### src/rtl/left_shifter_pkg.sv
// left_shifter_pkg: shared width constants for the left shifter slice
package left_shifter_pkg;
    localparam int DEF_W = 12;
    localparam int SHW = 4;
endpackage

### src/rtl/left_shifter_if.sv
// left_shifter_if: operand/result bundle between a requester and left_shifter
interface left_shifter_if import left_shifter_pkg::*; #(parameter int W = DEF_W) ();
    logic [W-1:0] A;
    logic [SHW-1:0] shamt;
    logic in_valid;
    logic [W:0] R;
    logic out_valid;
    logic [W:0] Q;
    logic ovf;
    modport master (output A, shamt, in_valid, input R, out_valid, Q, ovf);
    modport slave (input A, shamt, in_valid, output R, out_valid, Q, ovf);
endinterface

### src/rtl/left_shifter_barrel.sv
// left_shifter_barrel: log-stage left barrel shift of {1'b0,a}; lost flag only with LEFT_SHIFTER_OVF_EN
module left_shifter_barrel import left_shifter_pkg::*; #(parameter int W = DEF_W) (
    input  logic [W-1:0] a,
    input  logic [SHW-1:0] shamt,
    output logic [W:0] q
`ifdef LEFT_SHIFTER_OVF_EN
    , output logic lost
`endif
);
    localparam int N = W + 1;
    // each stage k shifts by 2**k; bits pushed past the top are OR-ed into lost first
    always_comb begin
        q = {1'b0, a};
`ifdef LEFT_SHIFTER_OVF_EN
        lost = 1'b0;
`endif
        for (int k = 0; k < SHW; k++) begin
`ifdef LEFT_SHIFTER_OVF_EN
            lost = lost | (shamt[k] & ((1 << k) >= N ? |q : |(q >> (N - (1 << k)))));
`endif
            q = shamt[k] ? q << (1 << k) : q;
        end
    end
endmodule

### src/rtl/left_shifter.sv
// left_shifter: combinational R = A<<1 plus registered variable shift Q; ovf needs LEFT_SHIFTER_OVF_EN
module left_shifter import left_shifter_pkg::*; #(parameter int W = DEF_W) (
    input logic clk,
    input logic rst_n,
    left_shifter_if.slave bus
);
    logic [W:0] shifted;
`ifdef LEFT_SHIFTER_OVF_EN
    logic lost;
`endif
    assign bus.R = {bus.A, 1'b0};
    left_shifter_barrel #(.W(W)) u_barrel (
        .a(bus.A),
        .shamt(bus.shamt),
        .q(shifted)
`ifdef LEFT_SHIFTER_OVF_EN
        , .lost(lost)
`endif
    );
    always_ff @(posedge clk or negedge rst_n) begin
        if (!rst_n) begin
            bus.out_valid <= 1'b0;
            bus.Q <= '0;
        end else begin
            bus.out_valid <= bus.in_valid;
            if (bus.in_valid) bus.Q <= shifted;
        end
    end
`ifdef LEFT_SHIFTER_OVF_EN
    always_ff @(posedge clk or negedge rst_n) begin
        if (!rst_n) bus.ovf <= 1'b0;
        else if (bus.in_valid) bus.ovf <= lost;
    end
`else
    assign bus.ovf = 1'b0;
`endif
endmodule

### src/flat_wrapper.sv
// flat-port wrapper written by rule: the top's interface ports become plain ports
module left_shifter_flat import left_shifter_pkg::*;
#(parameter int W = DEF_W)
  (clk, rst_n, bus_A, bus_shamt, bus_in_valid, bus_R, bus_out_valid, bus_Q, bus_ovf);
  left_shifter_if #(.W(W)) bus_i ();
  input logic clk;
  input logic rst_n;
  input wire logic [$bits(bus_i.A)-1:0] bus_A;
  input wire logic [$bits(bus_i.shamt)-1:0] bus_shamt;
  input wire logic [$bits(bus_i.in_valid)-1:0] bus_in_valid;
  output wire logic [$bits(bus_i.R)-1:0] bus_R;
  output wire logic [$bits(bus_i.out_valid)-1:0] bus_out_valid;
  output wire logic [$bits(bus_i.Q)-1:0] bus_Q;
  output wire logic [$bits(bus_i.ovf)-1:0] bus_ovf;
  assign bus_i.A = bus_A;
  assign bus_i.shamt = bus_shamt;
  assign bus_i.in_valid = bus_in_valid;
  assign bus_R = bus_i.R;
  assign bus_out_valid = bus_i.out_valid;
  assign bus_Q = bus_i.Q;
  assign bus_ovf = bus_i.ovf;
  left_shifter #(.W(W)) u_core (.clk(clk), .rst_n(rst_n), .bus(bus_i));
endmodule
### config.mk
export PLATFORM = sky130hd
export DESIGN_NAME = left_shifter_flat
export DESIGN_NICKNAME = d
export VERILOG_FILES = /design/src/rtl/left_shifter_pkg.sv /design/src/rtl/left_shifter_if.sv /design/src/rtl/left_shifter_barrel.sv /design/src/rtl/left_shifter.sv /design/src/flat_wrapper.sv
export SDC_FILE = /design/constraint.sdc
export NUM_CORES = 1
export LEC_CHECK = 0
export CAP_MARGIN = 10
export CORE_MARGIN = 4
export CORE_UTILIZATION = 46
export CTS_BUF_LIST = sky130_fd_sc_hd__clkbuf_16
export DETAILED_ROUTE_END_ITERATION = 16
export PLACE_DENSITY = 0.84
export SYNTH_ARGS = -nofsm -noshare
export SYNTH_HDL_FRONTEND = slang
export SYNTH_SLANG_ARGS = --single-unit
### constraint.sdc
create_clock -name clk -period 0.9 [get_ports clk]
set_input_delay 0.18 -clock clk [delete_from_list [all_inputs] [get_ports clk]]
set_output_delay 0.18 -clock clk [all_outputs]
set_load 0.01 [all_outputs]
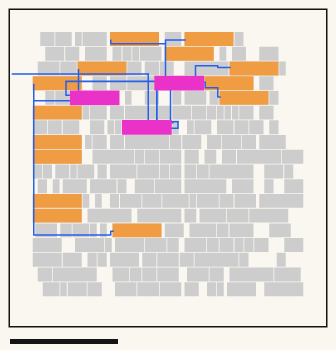
*Clock network drawn from the DEF*
Bar = 20 um.
- cells driving clock nets: magenta (count 3)
- clock wires: blue (length 189 um)
- flip-flops: orange (count 14)
- routed clock nets: 4

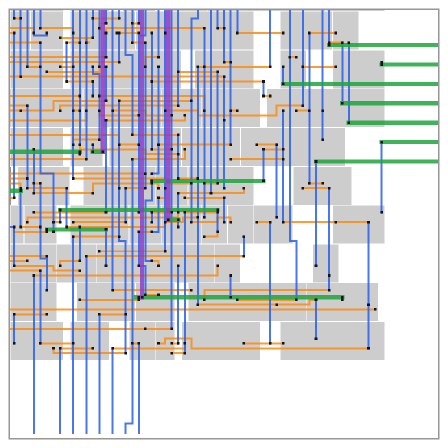
*Layout detail*
Window x 28 to 58, y 0 to 30 um. Cells in gray, sequential cells in the stronger gray; small squares are vias.
- met2: blue
- met4: purple
- met1: orange
- met3: green
- most frequent: buf_2 (7), buf_4 (6), buf_6 (5)
- sequential cells in the window: 0
- cells with their middle in the window: 51

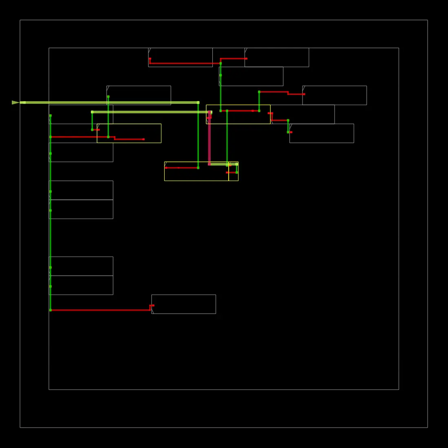
*Clock nets*
clk_lat worst skew: 0.24 ns
# clk buffers: 3
CTS buffer count: 3
Post-Route Skew: 0 ns

==> results.cfg <==
; flow metrics
[status]
status = finished with violations
violations = negative setup slack

[finish]
comb_area_um2 = 848
final_area_um2 = 2100
num-nonclk-inverters = 6
nMultiInputCombCells = 83
nNetsFinal = 216
largest_reg_flops = 13

[grt]
grt_antenna_before_repair = 0
grt_use_met3_pct = 5.92

[power_and_ir_drop]
peakVddDrop_uv = 1720

[logic_synthesis]
adder_share_pct = 0
synth-seq-cells = 14
synth.distinct_cells = 34
synth-edff-count = 0

[setup_path]
end_kind = register

[placed_design]
place_ws_ns = -0.958

[clock_tree]
post_cts_buffers = 16

[die]
die_h_um = 58.4
tap_cells = 30

[timing]
setup_violations = 26
setup_ws_ns = -0.326
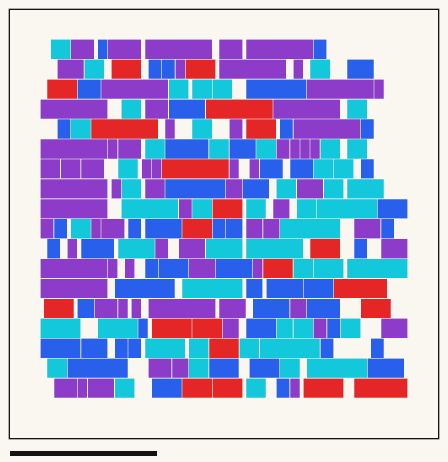
*Sizing map*
Bar = 20 um.
- drive 3 to 4: cyan (cells 51; share 26%)
- drive 1 or less: purple (cells 71; share 36%)
- drive 6 and up: red (cells 21; share 11%)
- drive 2: blue (cells 53; share 27%)

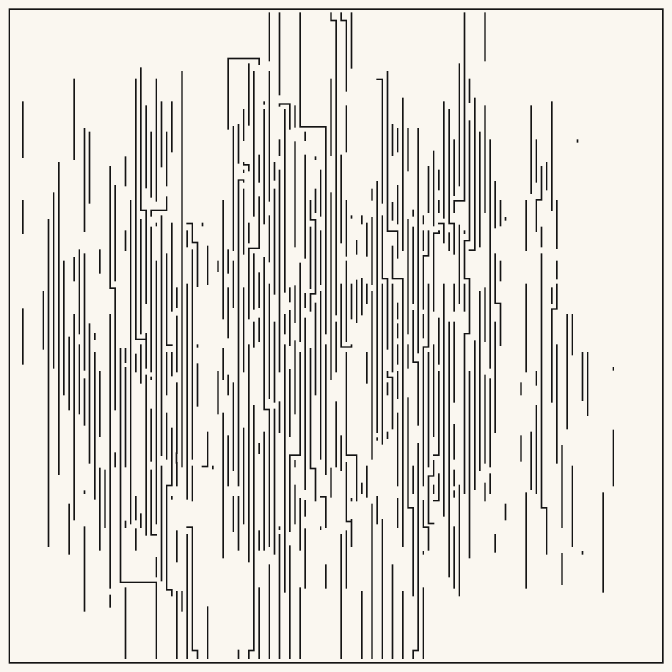
*The metal 2 layer*
- share of all routed wire: 50%
- wire length on this layer: 2,560 um
- longest straight run: 35.4 um

